--- src/rtl/mem_check_pkg.sv ---
// Shared types and constants for the memory readback/MISR checker.
// The fill pattern is expressed per byte lane so any multiple-of-8 word width can use it.
package mem_check_pkg;

  typedef enum logic [1:0] {
    ST_IDLE  = 2'd0,
    ST_FILL  = 2'd1,
    ST_READ  = 2'd2,
    ST_DRAIN = 2'd3
  } state_e;

  localparam logic [31:0] DEF_POLY = 32'h04C1_1DB7;
  localparam logic [31:0] DEF_SEED = 32'hFFFF_FFFF;

  // Byte carried by every lane of word k during fill.
  function automatic logic [7:0] pattern(input logic [7:0] k);
    return k;
  endfunction

endpackage

--- src/rtl/misr_fold.sv ---
// XOR-folds one memory word down to SIG_W bits and applies a single MISR shift step.
module misr_fold #(
  parameter int              WID_MEM = 128,
  parameter int              SIG_W   = 32,
  parameter logic [SIG_W-1:0] POLY   = 32'h04C1_1DB7
) (
  input  logic [SIG_W-1:0]   i_sig,
  input  logic [WID_MEM-1:0] i_data,
  output logic [SIG_W-1:0]   o_sig
);

  logic [SIG_W-1:0] w_fold;

  // Fold all SIG_W-wide slices of the word together.
  always_comb begin
    w_fold = '0;
    for (int i = 0; i < WID_MEM / SIG_W; i++) begin
      w_fold = w_fold ^ i_data[i*SIG_W +: SIG_W];
    end
  end

  assign o_sig = {i_sig[SIG_W-2:0], 1'b0} ^ (i_sig[SIG_W-1] ? POLY : '0) ^ w_fold;

endmodule

--- src/rtl/mem_readback_misr.sv ---
// Fill/readback sequencer for a read-first memory with no write enable; compresses
// a full read sweep into a MISR signature. Outside fill every write re-stores last cycle's read.
module mem_readback_misr
  import mem_check_pkg::*;
#(
  parameter int               WID_MEM   = 128,
  parameter int               DEPTH_MEM = 256,
  parameter int               AW        = 8,
  parameter int               SIG_W     = 32,
  parameter logic [SIG_W-1:0] POLY      = DEF_POLY,
  parameter logic [SIG_W-1:0] SEED      = DEF_SEED
) (
  input  logic               i_clk,
  input  logic               i_reset,
  input  logic               i_start,
  input  logic               i_fill,
  input  logic [SIG_W-1:0]   i_expected_sig,
  input  logic [WID_MEM-1:0] i_dout,
  output logic [AW-1:0]      o_raddr,
  output logic [AW-1:0]      o_waddr,
  output logic [WID_MEM-1:0] o_din,
  output logic               o_busy,
  output logic               o_done,
  output logic [SIG_W-1:0]   o_signature,
  output logic               o_match
);

  state_e             r_state;
  logic [AW-1:0]      r_k;
  logic [AW-1:0]      r_raddr;
  logic [AW-1:0]      r_raddr_q;
  logic               r_busy;
  logic               r_done;
  logic [SIG_W-1:0]   r_sig;
  logic [SIG_W-1:0]   r_exp;
  logic               r_match;

  logic               w_last;
  logic [7:0]         w_k8;
  logic [WID_MEM-1:0] w_pat;
  logic [SIG_W-1:0]   w_sig_next;

  assign w_last = (r_k == AW'(DEPTH_MEM - 1));
  assign w_k8   = 8'(r_k);
  assign w_pat  = {(WID_MEM / 8){pattern(w_k8)}};

  misr_fold #(
    .WID_MEM (WID_MEM),
    .SIG_W   (SIG_W),
    .POLY    (POLY)
  ) u_fold (
    .i_sig  (r_sig),
    .i_data (i_dout),
    .o_sig  (w_sig_next)
  );

  // Sequencer FSM with registered read address, status and signature.
  always_ff @(posedge i_clk) begin
    if (i_reset) begin
      r_state <= ST_IDLE;
      r_k     <= '0;
      r_raddr <= '0;
      r_busy  <= 1'b0;
      r_done  <= 1'b0;
      r_sig   <= SEED;
      r_exp   <= '0;
      r_match <= 1'b0;
    end else begin
      r_done <= 1'b0;
      case (r_state)
        ST_IDLE: begin
          if (i_start) begin
            r_state <= i_fill ? ST_FILL : ST_READ;
            r_k     <= '0;
            r_sig   <= SEED;
            r_exp   <= i_expected_sig;
            r_busy  <= 1'b1;
          end
        end
        ST_FILL: begin
          r_k <= r_k + AW'(1);
          if (w_last) begin
            r_state <= ST_READ;
          end
        end
        ST_READ: begin
          r_k <= r_k + AW'(1);
          // dout only carries sweep data from the second READ cycle on.
          if (r_k != '0) begin
            r_sig <= w_sig_next;
          end
          if (w_last) begin
            r_state <= ST_DRAIN;
            r_raddr <= '0;
          end else begin
            r_raddr <= r_k + AW'(1);
          end
        end
        ST_DRAIN: begin
          r_sig   <= w_sig_next;
          r_match <= (w_sig_next == r_exp);
          r_done  <= 1'b1;
          r_busy  <= 1'b0;
          r_state <= ST_IDLE;
        end
        default: begin
          r_state <= ST_IDLE;
        end
      endcase
    end
  end

  // Unreset copy of the read address: keeps write-back non-destructive across reset.
  always_ff @(posedge i_clk) begin
    r_raddr_q <= r_raddr;
  end

  // Write mux: pattern during fill, otherwise rewrite the word read last cycle.
  always_comb begin
    if (r_state == ST_FILL) begin
      o_waddr = r_k;
      o_din   = w_pat;
    end else begin
      o_waddr = r_raddr_q;
      o_din   = i_dout;
    end
  end

  assign o_raddr     = r_raddr;
  assign o_busy      = r_busy;
  assign o_done      = r_done;
  assign o_signature = r_sig;
  assign o_match     = r_match;

endmodule

--- config.mk ---
export PLATFORM = sky130hd
export DESIGN_NAME = mem_readback_misr
export DESIGN_NICKNAME = d
export VERILOG_FILES = /design/src/rtl/mem_check_pkg.sv /design/src/rtl/misr_fold.sv /design/src/rtl/mem_readback_misr.sv
export SDC_FILE = /design/constraint.sdc
export NUM_CORES = 1
export LEC_CHECK = 0
export ABC_AREA = 0
export CAP_MARGIN = 10
export CORE_AREA = 2 2 133 135
export CTS_BUF_LIST = sky130_fd_sc_hd__clkbuf_4
export CTS_CLUSTER_DIAMETER = 100
export CTS_CLUSTER_SIZE = 16
export DETAILED_ROUTE_END_ITERATION = 10
export DIE_AREA = 0 0 135 137
export PLACE_DENSITY = 0.79
export SYNTH_ARGS = -nofsm -noshare
export SYNTH_HDL_FRONTEND = slang
export SYNTH_SLANG_ARGS = --single-unit
--- constraint.sdc ---
create_clock -name i_clk -period 4.8 [get_ports i_clk]
set_clock_uncertainty 0.1 [all_clocks]
set_input_delay 0.96 -clock i_clk [delete_from_list [all_inputs] [get_ports i_clk]]
set_output_delay 0.96 -clock i_clk [all_outputs]
set_load 0.02 [all_outputs]
==> qor_table.md, run 1 <==
| Quantity | Reported |
|---|---|
| Result of the run | completed |
| Post-synth top flop | sky130_fd_sc_hd__dfxtp_1 |
| Seq/total area | 17.9% |
| Power per Cell Area | 409 nW/um^2 |
| Critical path capture point type | output port |
| Hold Path Depth | 0 |
| Count of inserted tapcells | 225 |
| Area reported by Yosys stat | 6690 um^2 |
| Period minus WS final | 4.32 ns |
| Number of buffers inserted during clock tree synthesis | 9 |
| Sequential cell count | 93 |
| Psw | 1960 uW |
| Area occupied by registers | 1860 um^2 |
| Post-detailed-route DRC marker count | 0 |
| Headroom to the max-slew limit | 20.7% |
| Fraction of synthesized cell area taken by the top area cell type | 27.8% |
| Non-CTS buffers | 349 |
| Most instantiated cells after synthesis | sky130_fd_sc_hd__inv_1 (144), sky130_fd_sc_hd__o21ai_0 (140), sky130_fd_sc_hd__xnor2_1 (118), sky130_fd_sc_hd__dfxtp_1 (93), sky130_fd_sc_hd__nand2_1 (85) |
| Share of cells above drive strength 1 | 3.25% |
| Final standard cell area without fillers | 10400 um^2 |
| Yosys warning count | 0 |
| Worst Hold Margin | 0.283 ns |
| Detailed placer's ending HPWL | 22600 um |
| Arrival time of data at the critical path endpoint | 3.26 ns |
| Clock power frac | 12.4% |
| Final-layout clock buffer total | 9 |
| Final count of hold timing violations | 0 |
| Startpoint class of the critical path | flip-flop |
| Switching fraction of total power | 46.1% |
| Logic Gate Count | 628 |
| Net count of the mapped netlist | 1094 |
| Post-DR vias/cell | 5.01 |
| Final number of max-transition violations | 0 |
| Overall Global Routing Usage | 29.8% |
| Number of placed I/O pins | 343 |
| Quantity of gates resized following cts | 0 |
| Die Span Y | 137 um |
| Synth Seq Share | 27.8% |
| Final worst path period share | 90.0% |
| Hold wc startpoint | o_raddr[0]$_SDFFE_PP0P_ |
| Internal Pwr Total | 2290 uW |
| Final-layout clock-cell area share | 1.63% |
| Post-Synthesis Mean Instance Area | 7.24 um^2 |
| Number of warnings the tools reported | 30 |
[run 1: per-stage QoR]
step           setup WS, ns  cells  util [%]  total power (uW)
2_1_floorplan          1.80    924         -              2510
3_3_place_gp           1.16   1439      59.9              3700
3_5_place_dp           1.05   1439      59.9              3720
4_1_cts               0.480   1455      60.9              4260
5_1_grt               0.233   1458      60.9              4470
6_report              0.479   1459      60.9              4250
[run 1: critical path, cell delays in order, from the launching register on]
cell                              delay [ns]
sky130_fd_sc_hd__dfxtp_1                0.36
sky130_fd_sc_hd__inv_1                  0.13
sky130_fd_sc_hd__ha_4                   0.38
sky130_fd_sc_hd__buf_4                  0.52
sky130_fd_sc_hd__nand2_1                0.50
sky130_fd_sc_hd__o21ai_0                0.22
sky130_fd_sc_hd__clkdlybuf4s50_1        0.64
[run 1: power by group through the flow]
stage          Combinational (uW)  Clock, uW  Sequential [uW]
2_1_floorplan                1480          0             1040
3_3_place_gp                 2690          0             1010
3_5_place_dp                 2710          0             1010
4_1_cts                      2730        539              994
5_1_grt                      2900        562             1010
6_report                     2720        529              996
[run 1: logic make-up (layout without fill, tap and decap cells)]
| family | count (synthesis) | after routing | share of synthesized area [%] |
|---|---|---|---|
| fa+ha+maj | 6 | 6 | 1.12 |
| simple gates | 196 | 196 | 14.0 |
| compound gates | 251 | 251 | 20.9 |
| flops | 93 | 93 | 27.8 |
| mux | 4 | 4 | 0.636 |
| xor+xnor | 171 | 171 | 23.7 |
| other cells | 0 | 4 | 0 |
| buf+inv | 203 | 509 | 11.8 |
[run 1: state kept, by name, indices dropped and copies added, names as in the netlist]
| signal | cells |
|---|---|
| o_busy | 1 |
| o_done | 1 |
| o_match | 1 |
| o_raddr | 8 |
| o_signature | 32 |
| r_exp | 32 |
| r_k | 8 |
| r_raddr_q | 8 |
| r_state | 2 |
==> run_1/congestion.png <==
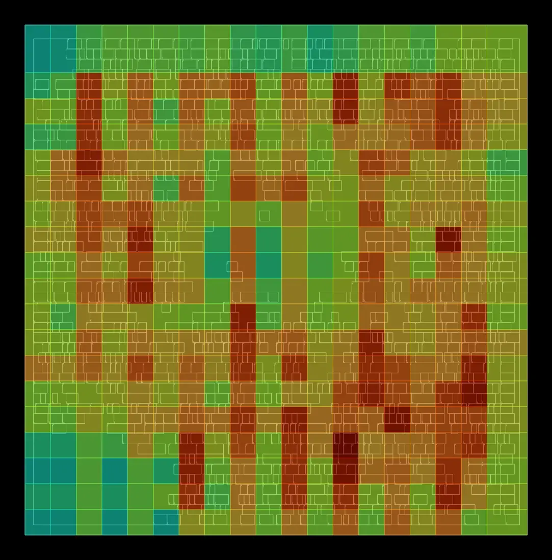
met3 Usage GRT: 7.48%
core utilization of the finished layout: 60.9%
met2 global-route usage: 50.9%
met1 capacity usage during global routing: 35.6%
routed wire length per instance: 19.6 um

==> run_1/layer_met3.png <==
The bar under the picture is 50 um long. Cells faint in the background.
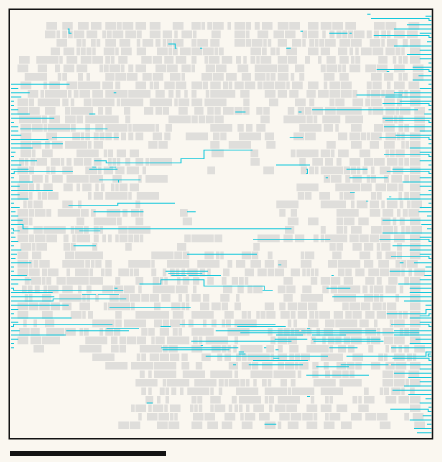
share of all routed wire: 7.8%
wire length on this layer: 2230 um
longest straight run: 85.8 um

==> run_1/layer_met2.png <==
The bar under the picture is 50 um long. Cells faint in the background.
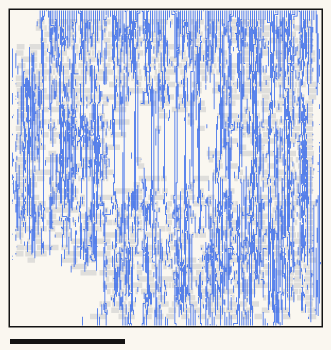
wire length on this layer: 13900 um
main direction: vertical
longest straight run: 85.7 um
share of all routed wire: 49%
nets with wire on the layer: 1159

==> inputs of run 2 (changes only) <==
Settings changed: SKIP_LAST_GASP from default to 1.
==> run_2/layer_met1.png <==
The bar under the picture is 50 um long. Cells faint in the background.
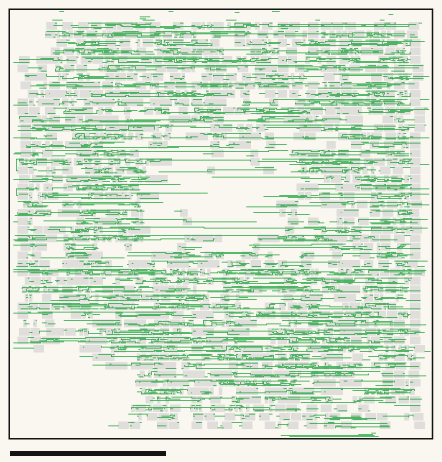
share of all routed wire: 40%
nets with wire on the layer: 1254
longest straight run: 65.3 um
wire length on this layer: 11500 um

==> run_2/layer_met3.png <==
The bar under the picture is 50 um long. Cells faint in the background.
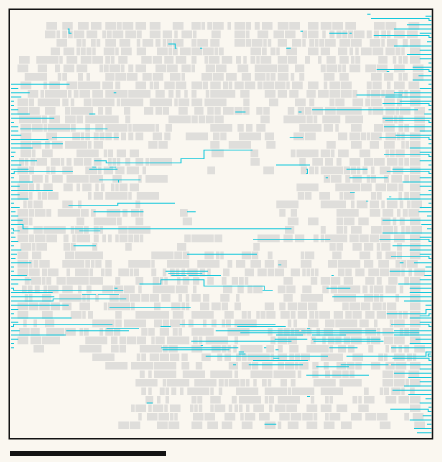
nets with wire on the layer: 210
main direction: horizontal
longest straight run: 85.8 um
share of all routed wire: 7.8%

==> run 2 against run 1 <==
  * Critical path depth is the same
  * First-iteration DRC count is the same
  * Synthesized cell count is the same
  * Register-to-register slack is essentially flat
  * Critical path type unchanged
  * Critical endpoint unchanged
  * Largest cell class unchanged
  * Largest power group unchanged
==> qor_table.md, run 2 <==
| Quantity | Reported |
|---|---|
| Maximum number of buffers from clock root to sink | 2 |
| Maximum fanout count along the critical path | 65 |
| Most used standard cell by instance count after synthesis | sky130_fd_sc_hd__inv_1 |
| Fraction of registers with async set/reset | 0% |
| Synth Area in Adders | 1.12% |
| Critical path capture point type | output port |
| Number of warnings the tools reported | 30 |
| Met2 global-route usage | 50.9% |
| Detailed-routing wirelength on met1 | 11500 um |
| Detailed placer's ending HPWL | 22600 um |
| Final Total Pwr | 4250 uW |
| Met1 capacity usage during global routing | 35.6% |
| Result of the run | completed |
| Fraction of synthesized cell area taken by the top area cell type | 27.8% |
| Post-DR vias/cell | 5.01 |
| Met3 WL | 2230 um |
| Quantity of gates resized following cts | 0 |
| Deepest level of the CTS H-tree | 3 |
| Area occupied by registers | 1860 um^2 |
| Maximum single-stage delay on the critical path | 0.64 ns |
| Post-synthesis cell area | 6690 um^2 |
| Power per Cell Area | 409 nW/um^2 |
| Startpoint class of the critical path | flip-flop |
| Net count of the mapped netlist | 1094 |
| CP delay by family, top | buffers and inverters |
| Number of detailed-routing iterations run before antenna repair | 7 |
| Area reported by Yosys stat | 6690 um^2 |
| Synth Seq Share | 27.8% |
| Share of synthesized cell area in and-or and or-and compound cells | 20.9% |
| Period minus WS final | 4.32 ns |
| Final number of max-transition violations | 0 |
| Routed wire length per instance | 19.6 um |
| Die Span Y | 137 um |
| Arrival time of data at the critical path endpoint | 3.26 ns |
| Number of placed I/O pins | 343 |
| And+or+nand+nor area frac | 14.0% |
| Post-detailed-route DRC marker count | 0 |
| Headroom to the max-slew limit | 20.7% |
| Share of synthesized area spent on multiplexers | 0.636% |
| Met3 Usage GRT | 7.48% |
| Area fraction in xor and xnor cells | 23.7% |
| Count of clock tree sinks | 93 |
| Post-Synthesis Mean Instance Area | 7.24 um^2 |
| Chain of cells forming the critical path | inv_1 > ha_4 > buf_4 > nand2_1 > o21ai_0 > clkdlybuf4s50_1 |
| Share of cells above drive strength 1 | 3.25% |
| Post-synth top flop | sky130_fd_sc_hd__dfxtp_1 |
| Antenna violations before repair | 4 |
| Final count of hold timing violations | 0 |
| Cell with the biggest individual delay on the critical path | sky130_fd_sc_hd__clkdlybuf4s50_1 |
| Setup repair after global routing missed its margin | false |
| Number of buffers and inverters on the critical path | 3 |
| Yosys warning count | 0 |
[run 2: final timing paths]
kind	start	end	cells past startpoint
worst max-delay path	r_state[1]$_SDFFE_PP0P_	o_waddr[7]	6
worst min-delay path	o_raddr[0]$_SDFFE_PP0P_	r_raddr_q[0]$_DFF_P_	0
worst max register to register	r_state[0]$_SDFFE_PP0P_	o_signature[24]$_SDFFE_PP1P_	9
worst min register to register	o_raddr[0]$_SDFFE_PP0P_	r_raddr_q[0]$_DFF_P_	0
[run 2: power by group]
| part | total [uW] | internal (uW) | switching (uW) |
|---|---|---|---|
| Combinational | 2720 | 1180 | 1540 |
| Sequential | 996 | 887 | 109 |
| Clock | 529 | 219 | 310 |
| Total | 4250 | 2290 | 1960 |
[run 2: cell type report]
cell class / count / share of cell area, %
diodes: 4 / 0.0963
repair buffers: 349 / 33.4
clock inverters: 7 / 0.975
well taps: 225 / 2.71
clock buffers: 9 / 0.650
multi-input cells: 628 / 39.1
flip-flops and latches: 93 / 17.9
inverters: 144 / 5.20
[run 2: kinds of logic after synthesis]
logic type               after synthesis
AND-OR/OR-AND                        251
buffers and inverters                203
AND/OR/NAND/NOR                      196
XOR/XNOR                             171
flip-flops                            93
adder cells (fa/ha/maj)                6
multiplexers                           4
[run 2: per-stage QoR]
step / worst slack, ns / cells / instance area [um^2] / util (%) / hold WS, ns
6_report: 0.479 / 1459 / 10400 / 60.9 / 0.283
3_5_place_dp: 1.05 / 1439 / 10200 / 59.9 / 0.262
3_3_place_gp: 1.16 / 1439 / 10200 / 59.9 / 0.263
2_1_floorplan: 1.80 / 924 / 6690 / - / 0.345
5_1_grt: 0.233 / 1458 / 10400 / 60.9 / 0.286
4_1_cts: 0.480 / 1455 / 10400 / 60.9 / 0.282
==> inputs of run 3 (changes only) <==
Settings changed: HOLD_SLACK_MARGIN from default to 0.03.
==> run_3/layer_met3.png <==
The bar under the picture is 50 um long. Cells faint in the background.
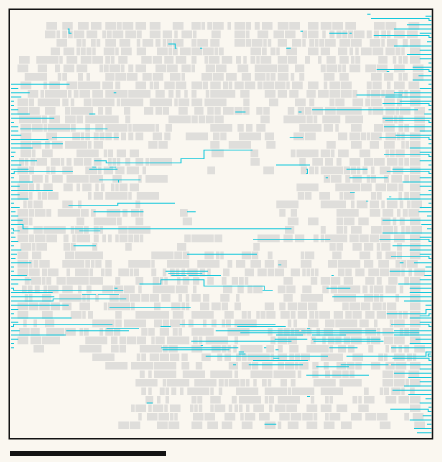
nets with wire on the layer: 210
longest straight run: 85.8 um

==> run_3/layer_met4.png <==
The bar under the picture is 50 um long.
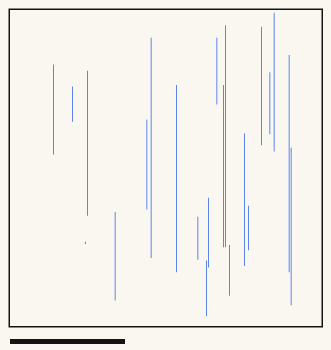
nets with wire on the layer: 19
longest straight run: 95.9 um
share of all routed wire: 3.6%

==> run 3 against run 2 <==
  * Combinational power barely moved
  * Sequential power about the same
  * Die area did not move
  * Clock-buffer cell count stayed put
  * Critical path depth unchanged
  * Hold slack unchanged
  * First-iteration DRC count unchanged
  * Register-to-register slack hardly changed
  * Synthesized cell count unchanged
==> qor_table.md, run 3 <==
| Quantity | Reported |
|---|---|
| Result of the run | completed |
| Fraction of synthesized cell area taken by the top area cell type | 27.8% |
| Maximum single-stage delay on the critical path | 0.64 ns |
| Period minus WS final | 4.32 ns |
| Final Total Pwr | 4250 uW |
| Detailed-routing wirelength on met1 | 11500 um |
| Net count of the mapped netlist | 1094 |
| Post-synthesis cell area | 6690 um^2 |
| Met3 WL | 2230 um |
| Startpoint class of the critical path | flip-flop |
| Clock power frac | 12.4% |
| And+or+nand+nor area frac | 14.0% |
| Synth Seq Share | 27.8% |
| Share of cells above drive strength 1 | 3.25% |
| Post-DR vias/cell | 5.01 |
| Core utilization of the finished layout | 60.9% |
| Switching fraction of total power | 46.1% |
| Sequential power share | 23.5% |
| Antenna violations before repair | 4 |
| Detailed placer's ending HPWL | 22600 um |
| Setup repair after global routing missed its margin | false |
| Worst Setup SP | r_state[1]$_SDFFE_PP0P_ |
| CP delay by family, top | buffers and inverters |
| Count of cells along the worst register-to-register path | 9 |
| Dominant kind of combinational cell | XOR/XNOR gates |
| Number of buffers inserted during clock tree synthesis | 9 |
| Most instantiated cells after synthesis | sky130_fd_sc_hd__inv_1 (144), sky130_fd_sc_hd__o21ai_0 (140), sky130_fd_sc_hd__xnor2_1 (118), sky130_fd_sc_hd__dfxtp_1 (93), sky130_fd_sc_hd__nand2_1 (85) |
| Post-route worst setup slack | 0.479 ns |
| Minimum setup slack after placement | 1.05 ns |
| Fraction of registers with async set/reset | 0% |
| Die Span Y | 137 um |
| Final worst path period share | 90.0% |
| Number of detailed-routing iterations run before antenna repair | 7 |
| Post-detailed-route DRC marker count | 0 |
| Synth Area in Adders | 1.12% |
| Power consumed by the clock network | 529 uW |
| Count of clock tree sinks | 93 |
| Endpoint of the most critical setup path | o_waddr[7] |
| Area reported by Yosys stat | 6690 um^2 |
| Share of synthesized cell area in and-or and or-and compound cells | 20.9% |
| Cell with the biggest individual delay on the critical path | sky130_fd_sc_hd__clkdlybuf4s50_1 |
| Number of warnings the tools reported | 30 |
| Number of placed I/O pins | 343 |
| Most used standard cell by instance count after synthesis | sky130_fd_sc_hd__inv_1 |
| Critical path capture point type | output port |
| Critical path depth | 6 |
| Combinational share of power | 64.1% |
| Headroom to the max-slew limit | 20.7% |
-- run 3: worst min path at each step --
| stage | from | endpoint | slack, ns | cells after the start |
|---|---|---|---|---|
| after global routing | o_raddr[0]$_SDFFE_PP0P_ | r_raddr_q[0]$_DFF_P_ | 0.29 | 0 |
| final | o_raddr[0]$_SDFFE_PP0P_ | r_raddr_q[0]$_DFF_P_ | 0.28 | 0 |
| after detailed placement | o_raddr[0]$_SDFFE_PP0P_ | r_raddr_q[0]$_DFF_P_ | 0.26 | 0 |
| after floorplan | r_exp[16]$_SDFFE_PP0P_ | r_exp[16]$_SDFFE_PP0P_ | 0.34 | 2 |
| after CTS | o_raddr[0]$_SDFFE_PP0P_ | r_raddr_q[0]$_DFF_P_ | 0.28 | 0 |
| after global placement | o_raddr[3]$_SDFFE_PP0P_ | r_raddr_q[3]$_DFF_P_ | 0.26 | 0 |
-- run 3: cells by family after synthesis --
kind of cell               after synthesis
buffers and inverters                  203
adders and majority gates                6
muxes                                    4
DFF                                     93
AOI/OAI and AO/OA                      251
and+or+nand+nor                        196
xor gates and xnor gates               171
-- run 3: layer usage --
layer / up-vias / GRT usage (%)
met5: - / 0
met4: 2 / 13.1
met3: 46 / 7.48
met2: 301 / 50.9
met1: 3366 / 35.6
li1: 3594 / -
-- run 3: cell type report --
class | count | area [um^2]
inverters | 144 | 541
fillers | 1615 | 6660
multi-input cells | 628 | 4060
clock buffers | 9 | 67.6
clock inverters | 7 | 101
repair buffers | 349 | 3470
flip-flops and latches | 93 | 1860
diodes | 4 | 10.0
well taps | 225 | 282
-- run 3: per-stage QoR --
step,area (um^2),instances
floorplan,6690,924
global placement,10200,1439
CTS,10400,1455
global route,10400,1458
detailed placement,10200,1439
finish,10400,1459
Power and IR drop assume default switching activity.
